==> src/rtl/mem_stage_pkg.sv <==
`default_nettype none
// +--------------------------------------------------------------------------+
// | mem_stage_pkg: access-size encodings, stage FSM states, byte-enable LUT  |
// | Rev 1.0                                                                  |
// +--------------------------------------------------------------------------+
package mem_stage_pkg;

  typedef enum logic [1:0] {
    SZ_BYTE  = 2'b00,
    SZ_HALF  = 2'b01,
    SZ_WORD  = 2'b10,
    SZ_DWORD = 2'b11
  } mem_size_e;

  typedef enum logic [1:0] {
    ST_IDLE = 2'd0,
    ST_REQ  = 2'd1,
    ST_RESP = 2'd2
  } state_e;

  // Access width in bytes minus one; a dword on a 32-bit datapath acts as a word.
  function automatic logic [2:0] size_mask(input logic [1:0] size, input logic is64);
    logic [2:0] m;
    case (size)
      SZ_BYTE: m = 3'd0;
      SZ_HALF: m = 3'd1;
      SZ_WORD: m = 3'd3;
      default: m = is64 ? 3'd7 : 3'd3;
    endcase
    return m;
  endfunction

  function automatic logic [7:0] be_lookup(input logic [1:0] size, input logic [2:0] offs,
                                           input logic is64);
    logic [2:0] m;
    logic [7:0] lanes;
    m     = size_mask(size, is64);
    lanes = 8'((9'd2 << m) - 9'd1);
    return lanes << (offs & ~m);
  endfunction

endpackage
`default_nettype wire

==> src/rtl/mem_stage_ctrl_load_align.sv <==
`default_nettype none
// +--------------------------------------------------------------------------+
// | load_align: lane-shifts a raw read word and sign/zero-extends sub-words  |
// | Rev 1.0                                                                  |
// +--------------------------------------------------------------------------+
module load_align
  import mem_stage_pkg::*;
#(
  parameter int XLEN = 32
) (
  input  logic [XLEN-1:0]            i_rdata,
  input  logic [$clog2(XLEN/8)-1:0]  i_addr_low,
  input  logic [1:0]                 i_size,
  input  logic                       i_sign,
  output logic [XLEN-1:0]            o_data
);

  logic [XLEN-1:0] w_shifted;
  logic [XLEN-1:0] w_keep;
  logic            w_msb;

  assign w_shifted = i_rdata >> {i_addr_low, 3'b000};

  always_comb begin
    w_keep = '1;
    w_msb  = w_shifted[XLEN-1];
    case (i_size)
      SZ_BYTE: begin
        w_keep = XLEN'(8'hFF);
        w_msb  = w_shifted[7];
      end
      SZ_HALF: begin
        w_keep = XLEN'(16'hFFFF);
        w_msb  = w_shifted[15];
      end
      SZ_WORD: begin
        w_keep = XLEN'(32'hFFFF_FFFF);
        w_msb  = w_shifted[31];
      end
      default: ;
    endcase
  end

  assign o_data = (w_shifted & w_keep) | ((i_sign && w_msb) ? ~w_keep : '0);

endmodule
`default_nettype wire

==> src/rtl/mem_stage_ctrl.sv <==
`default_nettype none
// +--------------------------------------------------------------------------+
// | mem_stage_ctrl: handshaked multi-cycle EX->WB memory stage (req/ack dmem) |
// | Option: MEM_MISALIGN_CHECK_EN rejects misaligned accesses with err.       |
// | Rev 1.0                                                                  |
// +--------------------------------------------------------------------------+
module mem_stage_ctrl
  import mem_stage_pkg::*;
#(
  parameter int XLEN     = 32,
  parameter int MAX_WAIT = 255,
  parameter int CNT_W    = 8
) (
  input  logic              clk,
  input  logic              rst,
  input  logic              in_valid,
  output logic              in_ready,
  input  logic              mem_wEn,
  input  logic              mem_rEn,
  input  logic              load_extend_sign,
  input  logic              branch_op,
  input  logic              jump_flag,
  input  logic [1:0]        MemSize,
  input  logic [XLEN-1:0]   PC,
  input  logic [XLEN-1:0]   imm32,
  input  logic [XLEN-1:0]   Rdata2,
  input  logic [XLEN-1:0]   ALU_result,
  output logic              dmem_req,
  output logic              dmem_we,
  output logic [XLEN-1:0]   dmem_addr,
  output logic [XLEN/8-1:0] dmem_be,
  output logic [XLEN-1:0]   dmem_wdata,
  input  logic              dmem_ack,
  input  logic [XLEN-1:0]   dmem_rdata,
  output logic              out_valid,
  input  logic              out_ready,
  output logic [XLEN-1:0]   DataWord,
  output logic [XLEN-1:0]   alu_out,
  output logic              npc_control,
  output logic [XLEN-1:0]   npc_target,
  output logic              err
);

  localparam int               c_NB   = XLEN / 8;
  localparam int               c_OFFW = $clog2(c_NB);
  localparam logic             c_IS64 = (XLEN == 64);
  localparam logic [CNT_W-1:0] c_LAST = CNT_W'(MAX_WAIT - 1);

  state_e            r_state;
  state_e            w_state_nxt;
  logic [CNT_W-1:0]  r_cnt;
  logic              r_we;
  logic [XLEN-1:0]   r_addr;
  logic [c_NB-1:0]   r_be;
  logic [XLEN-1:0]   r_wdata;
  logic [XLEN-1:0]   r_data;
  logic [XLEN-1:0]   r_alu;
  logic              r_npc_ctrl;
  logic [XLEN-1:0]   r_npc_tgt;
  logic              r_err;
  logic [c_OFFW-1:0] r_offs;
  logic [1:0]        r_size;
  logic              r_sign;
  logic              r_is_load;

  logic              w_mem_op;
  logic              w_reject;
  logic              w_timeout;
  logic [2:0]        w_mask;
  logic [2:0]        w_offs;
  logic [XLEN-1:0]   w_wdata;
  logic [XLEN-1:0]   w_load_data;

  assign w_mem_op = mem_wEn | mem_rEn;
  assign w_mask   = size_mask(MemSize, c_IS64);
  // Misaligned low bits are dropped, so the access lands on the natural boundary.
  assign w_offs   = 3'(ALU_result[c_OFFW-1:0]) & ~w_mask;

`ifdef MEM_MISALIGN_CHECK_EN
  assign w_reject = w_mem_op & (|(3'(ALU_result[c_OFFW-1:0]) & w_mask));
`else
  assign w_reject = 1'b0;
`endif

  assign w_timeout = (r_state == ST_REQ) & ~dmem_ack & (r_cnt == c_LAST);

  // Store data repeated across every lane group of the access width.
  always_comb begin
    w_wdata = '0;
    for (int i = 0; i < c_NB; i++) begin
      w_wdata[8*i +: 8] = Rdata2[8*(i & int'(w_mask)) +: 8];
    end
  end

  load_align #(
    .XLEN(XLEN)
  ) u_load_align (
    .i_rdata    (dmem_rdata),
    .i_addr_low (r_offs),
    .i_size     (r_size),
    .i_sign     (r_sign),
    .o_data     (w_load_data)
  );

  always_ff @(posedge clk) begin
    if (rst) r_state <= ST_IDLE;
    else     r_state <= w_state_nxt;
  end

  always_comb begin
    w_state_nxt = r_state;
    case (r_state)
      ST_IDLE: if (in_valid)              w_state_nxt = (w_mem_op && !w_reject) ? ST_REQ : ST_RESP;
      ST_REQ:  if (dmem_ack || w_timeout) w_state_nxt = ST_RESP;
      ST_RESP: if (out_ready)             w_state_nxt = ST_IDLE;
      default:                            w_state_nxt = ST_IDLE;
    endcase
  end

  always_ff @(posedge clk) begin
    if (rst) begin
      r_cnt      <= '0;
      r_we       <= 1'b0;
      r_addr     <= '0;
      r_be       <= '0;
      r_wdata    <= '0;
      r_data     <= '0;
      r_alu      <= '0;
      r_npc_ctrl <= 1'b0;
      r_npc_tgt  <= '0;
      r_err      <= 1'b0;
      r_offs     <= '0;
      r_size     <= '0;
      r_sign     <= 1'b0;
      r_is_load  <= 1'b0;
    end else begin
      case (r_state)
        ST_IDLE: begin
          if (in_valid) begin
            r_alu      <= ALU_result;
            r_npc_ctrl <= jump_flag | (branch_op & ALU_result[0]);
            r_npc_tgt  <= jump_flag ? {ALU_result[XLEN-1:1], 1'b0} : PC + imm32;
            r_data     <= '0;
            r_err      <= w_reject;
            r_cnt      <= '0;
            r_offs     <= c_OFFW'(w_offs);
            r_size     <= MemSize;
            r_sign     <= load_extend_sign;
            r_is_load  <= mem_rEn & ~mem_wEn;
            if (w_mem_op && !w_reject) begin
              r_we    <= mem_wEn;
              r_be    <= c_NB'(be_lookup(MemSize, w_offs, c_IS64));
              r_addr  <= {ALU_result[XLEN-1:c_OFFW], c_OFFW'(0)};
              r_wdata <= w_wdata;
            end
          end
        end
        ST_REQ: begin
          r_cnt <= r_cnt + 1'b1;
          if (dmem_ack) begin
            r_data <= r_is_load ? w_load_data : '0;
            r_we   <= 1'b0;
            r_be   <= '0;
          end else if (w_timeout) begin
            r_err  <= 1'b1;
            r_data <= '0;
            r_we   <= 1'b0;
            r_be   <= '0;
          end
        end
        ST_RESP: begin
          if (out_ready) r_err <= 1'b0;
        end
        default: ;
      endcase
    end
  end

  assign in_ready    = (r_state == ST_IDLE);
  assign dmem_req    = (r_state == ST_REQ);
  assign out_valid   = (r_state == ST_RESP);
  assign dmem_we     = r_we;
  assign dmem_addr   = r_addr;
  assign dmem_be     = r_be;
  assign dmem_wdata  = r_wdata;
  assign DataWord    = r_data;
  assign alu_out     = r_alu;
  assign npc_control = r_npc_ctrl;
  assign npc_target  = r_npc_tgt;
  assign err         = r_err;

endmodule
`default_nettype wire

==> config.mk <==
export PLATFORM = sky130hd
export DESIGN_NAME = mem_stage_ctrl
export DESIGN_NICKNAME = d
export VERILOG_FILES = /design/src/rtl/mem_stage_pkg.sv /design/src/rtl/mem_stage_ctrl_load_align.sv /design/src/rtl/mem_stage_ctrl.sv
export SDC_FILE = /design/constraint.sdc
export NUM_CORES = 1
export LEC_CHECK = 0
export CAP_MARGIN = 15
export CORE_MARGIN = 3
export CORE_UTILIZATION = 41
export DETAILED_ROUTE_END_ITERATION = 8
export GPL_ROUTABILITY_DRIVEN = 0
export MAX_ROUTING_LAYER = met4
export PLACE_DENSITY_LB_ADDON = 0.25
export SYNTH_ARGS = -nofsm -noshare
export SYNTH_HDL_FRONTEND = slang
export SYNTH_SLANG_ARGS = --single-unit
==> constraint.sdc <==
create_clock -name clk -period 3.5 [get_ports clk]
set_clock_uncertainty 0.15 [all_clocks]
set_input_delay 0.875 -clock clk [delete_from_list [all_inputs] [get_ports clk]]
set_output_delay 0.875 -clock clk [all_outputs]
set_load 0.02 [all_outputs]
Figure 1. Routed clock nets over the placement.
(3 px per µm)
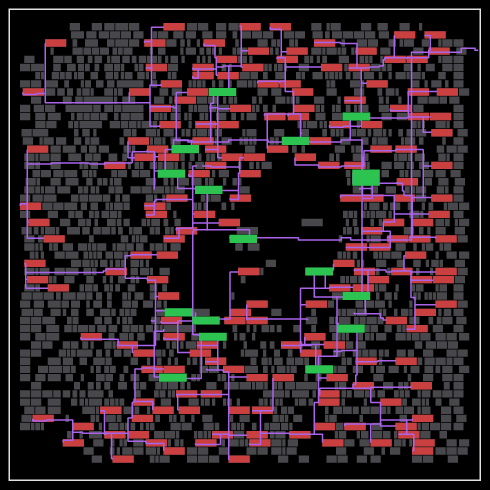
green -> clock drivers  # count 17
red -> flip-flops  # count 181
purple -> clock wires  # length 2390 µm
routed clock nets = 18
clock network fraction of design power: 33.1%
Clock Power: 1.94 mW
Clock Latency Late Sink: 430 ps

Figure 2. Nets reached from selected ports.
(3 px per µm)
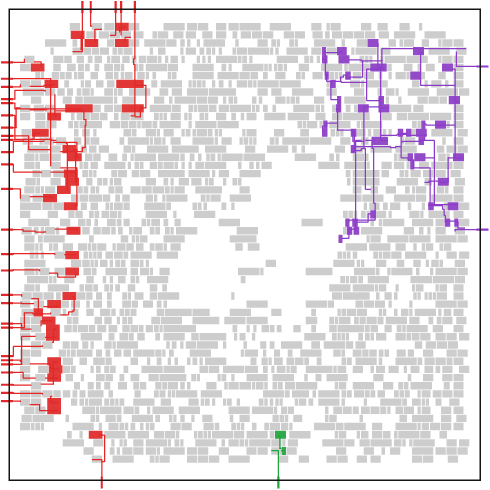
purple -> MemSize  # direction input, end cells 47, buffers 5, wire 576 µm
red -> PC  # direction input, end cells 33, buffers 32, wire 703 µm
green -> out_ready  # direction input, end cells 2, buffers 1, wire 17.3 µm

Figure 3. Placed cells, one colour a class.
(2 px per µm)
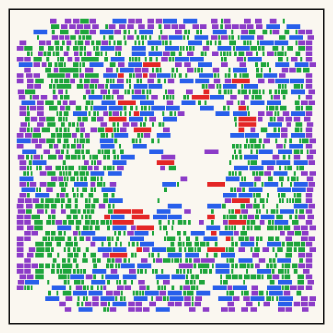
red -> clock drivers and dummy loads  # cells 32
blue -> sequential cells  # cells 181
purple -> remaining buffers and delay cells  # cells 403
green -> combinational and other logic  # cells 934

Figure 4. The clock network.
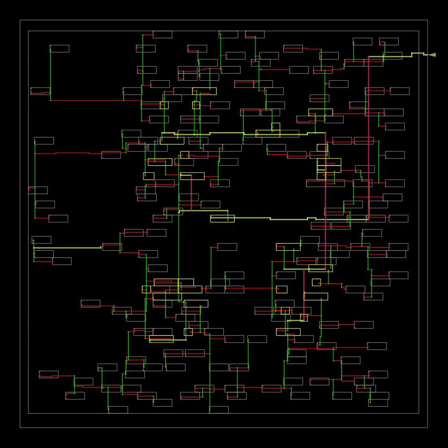
number of clock buffer instances in the layout: 17
clock buffers created by TritonCTS: 17
clk sink count: 181

-- flip-flops by register name, summed over array words and instances, names as in the netlist, 2 cells and up --
register and cells:
DataWord 32, alu_out 32, dmem_wdata 32, npc_target 32, dmem_addr 30, r_cnt 8
dmem_be 4, r_offs 2, r_size 2, r_state 2
-- critical path, stage by stage --
cell	delay, ps
sky130_fd_sc_hd__clkdlybuf4s50_1	460
sky130_fd_sc_hd__ha_2	200
sky130_fd_sc_hd__buf_4	110
sky130_fd_sc_hd__nand3_2	100
sky130_fd_sc_hd__a2111oi_4	460
sky130_fd_sc_hd__o31ai_4	140
sky130_fd_sc_hd__a211oi_2	240
sky130_fd_sc_hd__o21ai_2	110
sky130_fd_sc_hd__a21oi_2	180
sky130_fd_sc_hd__nor2_2	70
sky130_fd_sc_hd__nor2_1	140
sky130_fd_sc_hd__mux2_4	320
sky130_fd_sc_hd__a211oi_2	200
-- power by group --
group          internal [mW]  total, mW  switching, mW
sequential              2.19       2.28         0.0827
combinational          0.761       1.65          0.886
clock                   1.01       1.94          0.927
total                   3.97       5.87           1.90
-- path summary, 6_finish.rpt --
check | startpoint | endpoint | slack [ps] | depth (start not counted)
setup / recovery | imm32[0] | npc_target[29] | 80 | 13
hold / removal | alu_out[22] | alu_out[22] | 300 | 2
setup reg to reg | r_offs[0] | DataWord[22] | 870 | 8
hold reg to reg | alu_out[22] | alu_out[22] | 300 | 2
-- synth_stat cells (all sizes together), types with 2 or more instances --
| master | instances |
|---|---|
| o21bai | 6 |
| a22oi | 27 |
| nand2 | 255 |
| a21oi | 153 |
| nand3b | 3 |
| mux2i | 40 |
| buf | 16 |
| nor2b | 15 |
| and3 | 9 |
| dfxtp | 181 |
| nor3 | 12 |
| nand3 | 16 |
| a31oi | 8 |
| nand4 | 11 |
| and4 | 2 |
| and2 | 3 |
| a21o | 13 |
| a211o | 7 |
| o21ai | 81 |
| o31ai | 3 |
| a311oi | 11 |
| clkbuf | 76 |
| o211ai | 12 |
| a32oi | 7 |
| or3 | 3 |
| inv | 11 |
| nor3b | 2 |
| mux2 | 4 |
| nand2b | 8 |
| ha | 33 |
| o22ai | 4 |
| a211oi | 22 |
| nor2 | 115 |
| xnor2 | 14 |
| xor2 | 13 |
-- cell type report --
class | count | area, µm² | area share (%)
multi-input cells | 923 | 5308 | 38.35
clock buffers | 17 | 425.4 | 3.074
inverters | 11 | 41.29 | 0.2984
repair buffers | 403 | 3925 | 28.36
flip-flops and latches | 181 | 3623 | 26.18
well taps | 280 | 350.3 | 2.532
clock inverters | 15 | 165.2 | 1.193
-- stage by stage --
stage                     setup TNS (ps)  total power [mW]  hold WS [ps]
after detailed placement           -3813             3.948         296.1
after CTS                              0             5.886         306.0
after floorplan                        0             3.169         290.7
after global routing              -51.08             6.148         317.5
after global placement             -2780             3.930         287.6
final                                  0             5.865         303.3
-- kinds of logic after synthesis --
kind of cell	count (synthesis)	synth area share (%)
compound gates	362	23.73
xor+xnor	27	2.545
fa+ha+maj	34	4.660
buf+inv	104	4.781
flops	181	39.00
mux	44	4.795
other cells	1	0.04037
simple gates	454	20.44
==> datasheet_impl.txt <==
Implementation parameters

Parameter                              Value

Routing
  Number of remaining DRC errors .................. 0
  Length of routed wiring on met1 .................. between 10 and 15 mm

Final timing
  Final number of hold-violating endpoints .................. 0
  Max-Slew Margin vs Limit .................. 26.72%

Global routing
  Number of antenna violations at the first check in global routing .................. 0
  Met3 track utilization from global routing .................. ~4.9%
  Met2 usage .................. 41.86%
  Total congestion overflow after global routing .................. 0
  Global-route wire length before repair .................. 50.25 mm

Synthesis
  Post-synthesis average cell area .................. 7.697 µm²
  FF+latch count, synth .................. around 180
  Chip Area, Yosys .................. between 0.009 and 0.01 mm²

Run
  Tool warnings .................. 27

CTS
  Worst-case clock buffer depth .................. 2

Hold path
  Class of the most critical hold timing path .................. reg -> reg

Layout
  Number of filler cells placed in the layout .................. 1981
  Area delta synth->final .................. 48.96%
  Final cell utilization of the core .................. 62.83%

Power and ir drop
  Cell area power density .................. ~420 mW/mm²

Worst setup path
  Arr. time, crit path .................. roughly 3600 ps
  Worst Setup End Kind .................. register

Status
  Result of the run .................. finished clean
Power is estimated from default activity; no workload was simulated.
